==> config.mk <==
export PLATFORM = sky130hd
export DESIGN_NAME = test
export DESIGN_NICKNAME = d
export VERILOG_FILES = /design/src/rtl/test_pkg.sv /design/src/rtl/test_if.sv /design/src/rtl/test_uart_rx.sv /design/src/rtl/test.sv
export SDC_FILE = /design/constraint.sdc
export NUM_CORES = 1
export LEC_CHECK = 0
export ABC_AREA = 1
export CORE_MARGIN = 2
export CORE_UTILIZATION = 55
export CTS_CLUSTER_DIAMETER = 100
export CTS_CLUSTER_SIZE = 10
export DETAILED_ROUTE_END_ITERATION = 10
export PLACE_DENSITY = 0.76
export SLEW_MARGIN = 0
export SYNTH_ARGS = -nofsm -noshare
export SYNTH_HDL_FRONTEND = slang
export SYNTH_HIERARCHICAL = 1
export SYNTH_SLANG_ARGS = --single-unit
export TNS_END_PERCENT = 30
==> constraint.sdc <==
create_clock -name clk -period 2.55 [get_ports clk]
set_input_delay 0.255 -clock clk [delete_from_list [all_inputs] [get_ports clk]]
set_output_delay 0.255 -clock clk [all_outputs]
set_load 0.01 [all_outputs]
run_1/sizing.png
Scale: 6 px per um.
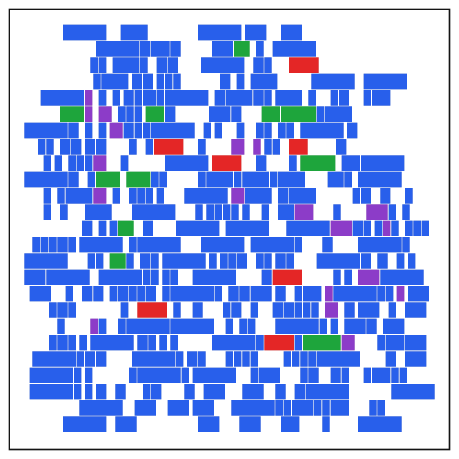
colour	size	cells	share	most used
red	x6 and larger	7	1.8%	clkbuf_8
purple	x2	19	5.0%	inv_2
blue	x1 and smaller	343	90%	nor2_1
green	x3 and x4	11	2.9%	buf_4
Final Instance Area: 2950 um^2
Layout area overhead: 12.4%
final worst slack: 0.495 ns
Non-clock buffers: 22

run_1/placed.png
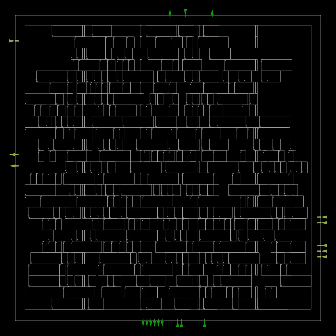
final core occ: 63.4%
Filler Cell Count: 432
Final Non-Filler Cells: 434
Seq/total area: 35.9%

run_1/layers.png
Scale: 6 px per um. Two of the layers only.
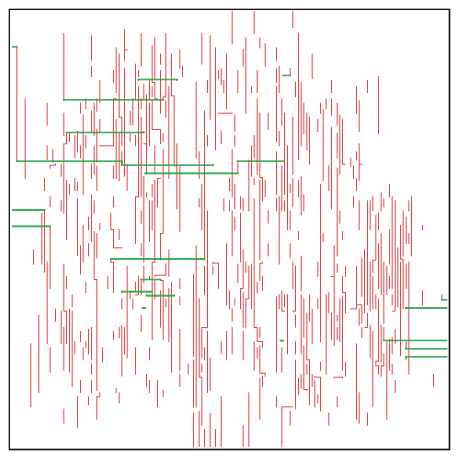
colour	layer	wire length
red	M2	2410 um
green	M3	166 um
Total GRT Usage: 20.1%
routed wire length: 4940 um
vias: 2183
routed length per placed instance: 11.4 um

==> impl_metrics.toml, run 1 <==
# synthesis and place-and-route metrics
[cts]
postCtsHoldBufs = 0
cts_buffer_depth = 2
post_cts_resize_count = 0
cts_tree = "yes"

[floorplan]
die_h_um = 73.1

[yosys]
avgSynthCellArea_um2 = 7.34
synth.distinct_cells = 33
synth-seq-area-share_pct = 40.4
yosys_warnings = 6

[detailed_routing]
drt_iter0_drc = 130
drtAntennaViolNets = 0

[worst_setup_path]
critPathMostFrequentCell = "inv_1"
timing.critical_path.buf_inv = 3
slowest_stage = "clkdlybuf4s50_1"
r2r_cells = 8
cp.depth = 4
critPathLaunchType = "flop"

[cells_and_area]
lay_top_count = "nor2_1"
insertedDiodeCount = 0

[global_routing]
antenna_found_initial = 0
grt_pass1_vias = 1994
grt_pass1_wl_um = 8450
grt_overflow = 0

[sta]
setup_tns_ns = 0
hold_viol_final = 0
skew_ns = 0.0120
post-route-min-period_ns = 2.05
worstMarginPinSlew_ns = 0.486

[outcome]
status = "finished clean"

[power_and_ir_drop]
ir_worst_vdd_uv = 560
p_per_area_nw_per_um2 = 993
p_leak_nw = 1.41

[min_path]
hold_depth = 1

[placed_design]
place_area_um2 = 2850
place.gp.congestion = 0.833
run 1: routing by layer:
| metal | GRT usage [%] | vias to the layer above | wire, um | share of wire (%) |
|---|---|---|---|---|
| met3 | 2.90 | 5 | 165 | 3.3 |
| met4 | 9.26 | 0 | 66 | 1.3 |
| li1 | - | 1175 | - | - |
| met2 | 34.4 | 33 | 2410 | 49 |
| met5 | 0 | - | 0 | 0 |
| met1 | 24.7 | 970 | 2300 | 46 |
run 1: kinds of logic after synthesis:
| kind of cell | Yosys count | share of synthesized area [%] |
|---|---|---|
| AND/OR/NAND/NOR | 178 | 29.5 |
| AND-OR/OR-AND | 56 | 12.1 |
| flip-flops | 53 | 40.4 |
| buffers and inverters | 46 | 7.52 |
| adder cells (fa/ha/maj) | 14 | 6.67 |
| XOR/XNOR | 7 | 2.33 |
| multiplexers | 4 | 1.52 |
run 1: report_power, final:
part           switching (mW)  internal, mW
sequential              0.123          1.00
combinational           0.781         0.509
clock                   0.292         0.226
run 1: synth_stat cells:
library cell  instances
mux2i_1               4
clkinv_1              1
nand3b_1              1
o211ai_1              1
nand2_1              67
a221oi_1              1
nor2_4                2
o21ai_4               1
buf_6                 3
nor3_1                1
or2_4                 1
nor2_2                3
nand4_1               1
nand3_2               3
xnor2_1               6
o21ai_2               1
buf_2                 2
nand3_4               1
nor2_1               77
nand2_2               5
a21oi_1              23
o211a_1               1
xor2_1                1
ha_1                 14
o21ai_0              27
dfxtp_1              53
nand3_1              15
clkbuf_1              2
a21oi_4               1
inv_2                 7
nand2_4               1
buf_1                 1
inv_1                30
run 1: worst register-to-register path, cell delays in order (launching register included):
cell     delay [ns]
dfxtp_1        0.37
inv_1          0.11
ha_1           0.28
or2_4          0.32
a21oi_4        0.38
nand2_1        0.13
nand2_1        0.08
nand2_1        0.05
nor2_1         0.08
run 1: metrics by stage:
step	worst slack (ns)	power, mW	hold slack [ns]	utilization, %	cells
floorplan	0.955	2.21	0.324	-	358
global placement	0.712	2.40	0.434	61.2	426
detailed placement	0.665	2.44	0.439	61.2	426
CTS	0.476	2.96	0.454	63.4	434
global route	0.394	3.19	0.476	63.4	434
finish	0.495	2.93	0.453	63.4	434
run 1: final cells by class:
type                            instances  area [um^2]
Timing Repair Buffer                   22          213
Tap cell                               54         67.6
Fill cell                             432         1710
Inverter                               38          143
Clock inverter                          2         17.5
Clock buffer                            6         82.6
Sequential cell                        53         1060
Multi-Input combinational cell        259         1370
run_1/pinout.png
Scale: 6 px per um. Pins as bars across the die edge, other pins in grey.
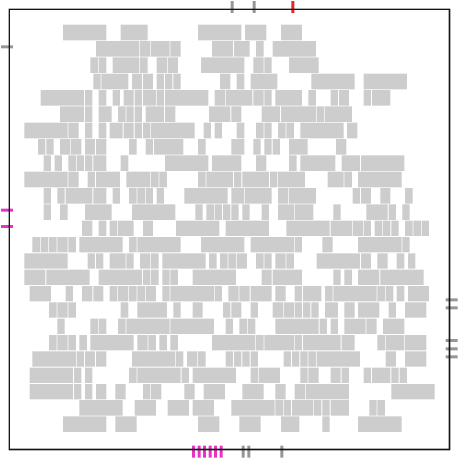

--- run 2 (diff from run 1) ---
--- a/config.mk
+++ b/config.mk
@@ -7,11 +7,11 @@
 export LEC_CHECK = 0
 export ABC_AREA = 1
 export CORE_MARGIN = 2
-export CORE_UTILIZATION = 55
+export CORE_UTILIZATION = 52
 export CTS_CLUSTER_DIAMETER = 100
 export CTS_CLUSTER_SIZE = 10
 export DETAILED_ROUTE_END_ITERATION = 10
-export PLACE_DENSITY = 0.76
+export PLACE_DENSITY = 0.75
 export SLEW_MARGIN = 0
 export SYNTH_ARGS = -nofsm -noshare
 export SYNTH_HDL_FRONTEND = slang
==> constraint.sdc (replaced) <==
create_clock -name clk -period 1.6 [get_ports clk]
set_input_delay 0.16 -clock clk [delete_from_list [all_inputs] [get_ports clk]]
set_output_delay 0.16 -clock clk [all_outputs]
set_load 0.01 [all_outputs]
run_2/pinout.png
Scale: 6 px per um. Pins as bars across the die edge, other pins in grey.
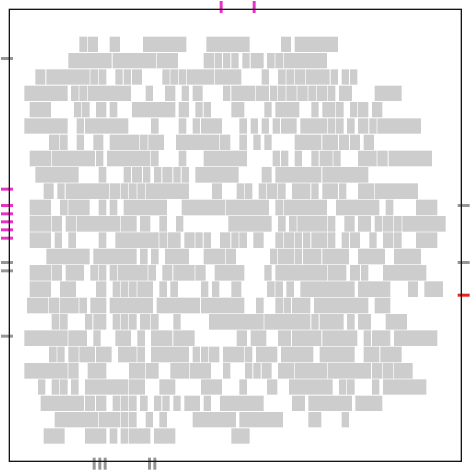
colour	port	pins	direction	edge
red	`busy`	1	output	east
magenta	`b`	8	output	6 west, 2 north
all pins by edge	10 west, 5 south, 3 east, 2 north
die width: 75.1 um
Die Y-Extent: 75.1 um
IO Port Bufs: 19

==> impl_metrics.toml, run 2 <==
# synthesis and place-and-route metrics
[worst_setup_path]
rrSetupSlack_ns = 0.04
crit_arrival_ns = 1.81
r2r_cells = 10
worstPathMaxFanout = 8
critPathLaunchType = "flop"
slowest_stage = "dfxtp_1"
critPathMostFrequentCell = "nand2_2"
worstPathCellList = "ha_1, ha_2, nand2_2, o21ai_4, a21oi_4, buf_12, nand2_4, nand2_2, nand2_1, nor2_1"

[cells_and_area]
mi_logic_area_um2 = 1440
final_net_count = 423
post-route-util_pct = 67.6
lay_top_count = "nor2_1"
n_fill_cell = 422
final_area_um2 = 3240
flop_area_um2 = 1070
insertedDiodeCount = 0
area_growth_syn_to_layout_pct = 23.1
drive_gt1_share_pct = 19.5

[cts]
clock_latency_ns = 0.31
cts_root_buffer = "clkbuf_8"
postCtsHoldBufs = 0
htreeDepth = 2
cts_made_buffers = 5
cts_tree = "yes"
cts_buffer_depth = 2
cts_sinks = 53

[detailed_routing]
via_count = 2288
wl_per_cell_um = 11.3
drt_iter0_drc = 82
drtAntennaViolNets = 0
drc = 0
finalWirelength_um = 5270

[yosys]
synth.distinct_cells = 33
yosys_warnings = 6
yosys.area.top_type = "dfxtp_1"
synth_flops = 53
avgSynthCellArea_um2 = 7.34
synth-seq-area-share_pct = 40.4
yosys-top-cells-count = "77 x nor2_1, 67 x nand2_1, 53 x dfxtp_1"
yosys.cell_count.top_type = "nor2_1"
yosys_most_used_dff = "dfxtp_1"
synth_area_um2 = 2630
yosysChipArea_um2 = 2630
postSynth.asyncResetShare_pct = 0
edf_count = 0

[floorplan]
core_um2 = 4790
core.rowCount = 25

[sta]
post-route-min-period_ns = 1.56
hold_viol_final = 0
worstMarginPinSlew_ns = 0.389
fin_ws_ns = 0.0446
skew_ns = 0.00598
setup_viol = 0
whs_ns = 0.473

[min_path]
hp-class = "reg -> reg"
hold_depth = 1

[placed_design]
place_area_um2 = 3030
pre_cts_ws_ns = -0.105
place.gp.congestion = 0.854

[power_and_ir_drop]
p_leak_nw = 1.52
p_per_area_nw_per_um2 = 1600
power_mw = 5.16
ir_worst_vdd_uv = 962

[global_routing]
grt_overflow = 0
grt_pass1_vias = 2014
antenna_found_initial = 0
grt_pass1_wl_um = 8750
grt_usage_pct = 20.0

[outcome]
status = "finished clean"

[run]
tool_warnings = 34
run_2/port_trees.png
Scale: 4 px per um.
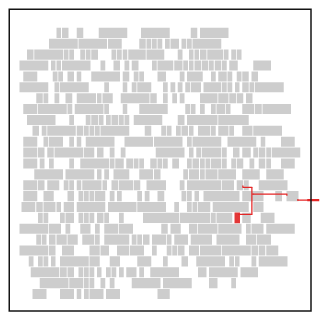
colour	port	bits	direction	end cells	buffers	wire
red	`busy`	1	output	1	1	24.8 um
I/O pins: 20

==> run 2: logic make-up after synthesis <==
kind of cell / synth area share [%]
AND/OR/NAND/NOR: 29.5
AND-OR/OR-AND: 12.1
flip-flops: 40.4
buffers and inverters: 7.52
adder cells (fa/ha/maj): 6.67
XOR/XNOR: 2.33
multiplexers: 1.52
==> run 2: what timing repair did <==
action,4_1_cts,5_1_grt
endpoints found under the setup margin,6,28
pin swaps,1,8
buffers inserted,0,1
gates cloned,0,1
resized,3,25
==> run 2: worst max-delay path: cells and delay by family (launching register included) <==
kind,cells,cell delay [ns]
compound gates,2,0.24
fa+ha+maj,2,0.42
buf+inv,1,0.16
flops,1,0.34
simple gates,5,0.33
==> run 2: cell type report <==
type	count	share of cell area (%)
multi-input combinational	259	44.4
clock inverter	3	0.773
tap	67	2.59
clock buffer	5	2.13
sequential	53	33.0
inverter	38	4.49
timing repair buffer	42	12.6
==> run 2: per-layer routing <==
| layer | vias up | wire, um | global-route usage, % |
|---|---|---|---|
| met5 | - | 0 | 0 |
| met1 | 1037 | 2620 | 27.9 |
| li1 | 1210 | - | - |
| met4 | 0 | 64 | 7.54 |
| met3 | 6 | 172 | 3.48 |
| met2 | 35 | 2420 | 31.0 |
==> run 2: metrics by stage <==
step,setup TNS (ns),instances
after global placement,-0.492,457
final,0,467
after CTS,0,465
after global routing,-0.218,467
after detailed placement,-1.05,457
after floorplan,0,358
==> run 2: where the power goes <==
group | total, mW | leakage (nW) | internal, mW | switching, mW
registers | 1.81 | 0.435 | 1.61 | 0.205
logic | 2.56 | 1.04 | 1.17 | 1.39
clock network | 0.791 | 0.0452 | 0.320 | 0.471
total | 5.16 | 1.52 | 3.10 | 2.06
No activity file was given, so power comes from the tool's default toggle rates.
